Design imem_loader, sky130hd; sources not shown.
### Signal wires on met2

Bar = 50 microns. Cells faint in the background.
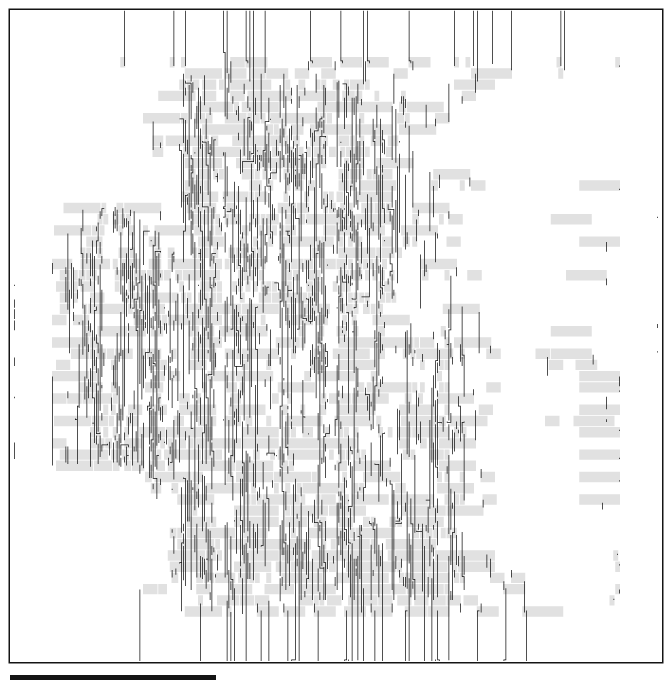
The longest straight run is 45.9 microns. The wires run mostly vertical. 695 nets have wire on it.
vias: 5,209
DRT Wirelength: 16,200 microns

### Zoomed window

Bar = 10 microns. Window x 59 to 99, y 27 to 67 microns. Cells in gray, sequential cells in the stronger gray; small squares are vias.
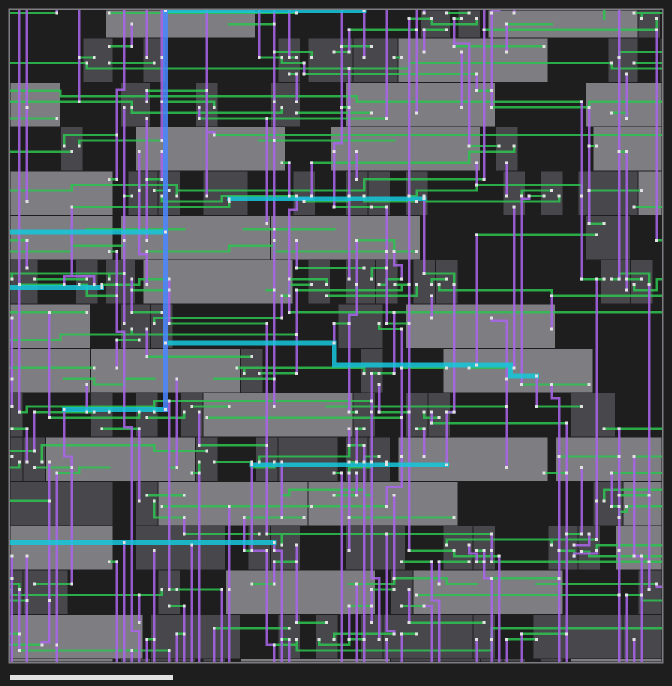
Key: cyan = met3; blue = met4; green = met1; purple = met2
Sequential cells in the window: 27. Most frequent: nand2_1 (46), dfrtp_1 (27), o21ai_0 (16). 105 logic cells have their middle in the window.

==> summary.txt <==
flow finished, numbers: dpl cells 1,092, Mapped Cells 757, setup ws final 0.924 ns, Seq/Total Area, Yosys 0.483, Top Family by Delay on Critical Path buffers and inverters, remaining antenna violation count 0, Slew Limit Fails 0, Core Rows 50, final core occ 0.437, vias per cell 4.64, cts bufs inserted 17, post-CTS sizing 0, WP depth 12, Total GRT Usage 0.135, worst endpoint required time 4.02 ns, global-route wire length before repair 26,700 microns, # H-tree levels 4, PD cells 590 nW/um^2, static leakage 3.95 nW, largest net degree at the start of global routing 40, crit-path max cell delay 0.51 ns, Slew @ Worst Pin 0.565 ns, Clk pin slew, worst setup/hold paths 0.11 ns, DR DRC count 0, Worst-Skew Late Latency 0.55 ns, Avg Cell Area, Syn 8.07 sq um, Place WS 0.557 ns, distinct lib cells 37, outcome finished clean, First-pass DRT Iterations 5, VDD IR max 0.501 mV, CTS tree built, Critical Path Start Type register, flip-flops with a built-in enable 0, Post-DP HPWL 12,200 microns, post-layout minimum cycle time 2.68 ns
-- layout make-up --
type / instances / area [sq um] / area share
diodes: 1 / 2.50 / 0.000305
clock buffers: 17 / 128 / 0.0155
clock inverters: 13 / 159 / 0.0194
inverters: 71 / 274 / 0.0334
multi-input cells: 549 / 2730 / 0.333
flip-flops and latches: 118 / 2950 / 0.360
well taps: 234 / 293 / 0.0357
repair buffers: 120 / 1670 / 0.203
-- metrics by stage --
stage	hold slack, ns	instance area [sq um]	TNS, ns
floorplan	0.392	5950	-31.46
global placement	0.405	6930	0
detailed placement	0.408	7920	0
CTS	0.226	8210	0
global route	0.241	8210	0
finish	0.248	8210	0
-- power breakdown --
| part | switching [mW] | leakage (nW) | internal [mW] | total, mW |
|---|---|---|---|---|
| combinational | 1.44 | 2.23 | 0.674 | 2.11 |
| sequential | 0.187 | 1.58 | 1.54 | 1.73 |
| clock | 0.524 | 0.139 | 0.470 | 0.994 |
| total | 2.15 | 3.95 | 2.69 | 4.84 |
-- layout by cell type, fill, tap and decap left out, types with 5 or more instances in the layout --
master | Yosys | routed
ha_1 | 15 | 15
o21ai_2 | 6 | 6
o21ai_1 | 7 | 7
buf_16 | 0 | 20
conb_1 | 1 | 16
clkdlybuf4s50_1 | 0 | 60
nor2_1 | 58 | 58
nand2_1 | 256 | 256
buf_8 | 0 | 29
nand4_1 | 11 | 11
clkinvlp_4 | 0 | 5
inv_1 | 65 | 64
clkbuf_4 | 0 | 17
nor3_1 | 13 | 13
xor2_1 | 24 | 24
o31ai_1 | 6 | 6
dfrtp_1 | 118 | 118
o21ai_0 | 73 | 73
a21oi_1 | 12 | 12
buf_4 | 16 | 11
nand3_1 | 28 | 28
-- cell families after synthesis --
family                     Yosys count  share of synthesized area
AOI/OAI and AO/OA                  113                      0.106
and+or+nand+nor                    376                      0.255
buffers and inverters              105                     0.0792
adders and majority gates           16                     0.0340
DFF                                118                      0.483
xor gates and xnor gates            28                     0.0424
other                                1                   0.000614
-- synthesized netlist by cell type, drive strengths merged (2+ instances only) --
cell type  number  area share
ha             15       0.031
xor2           24       0.034
or2             2      0.0020
nand2         256        0.16
nor2           62       0.046
xnor2           3      0.0043
clkbuf         13      0.0080
dfrtp         118        0.48
nand3          28       0.023
nor3           13       0.011
nand3b          3      0.0037
o31ai           6      0.0074
o21ai          86       0.074
inv            70       0.044
a21oi          14       0.015
o21bai          2      0.0025
nand4          11       0.011
buf            21       0.027
-- per-layer routing --
| metal | wire length (microns) | up-vias | GRT usage | part of all wire |
|---|---|---|---|---|
| met4 | 422 | 0 | 0.0596 | 0.026 |
| met5 | 0 | - | 0 | 0 |
| met3 | 841 | 28 | 0.0304 | 0.052 |
| li1 | - | 2627 | - | - |
| met1 | 7270 | 2437 | 0.173 | 0.45 |
| met2 | 7660 | 117 | 0.213 | 0.47 |
Power is estimated from default activity; no workload was simulated.
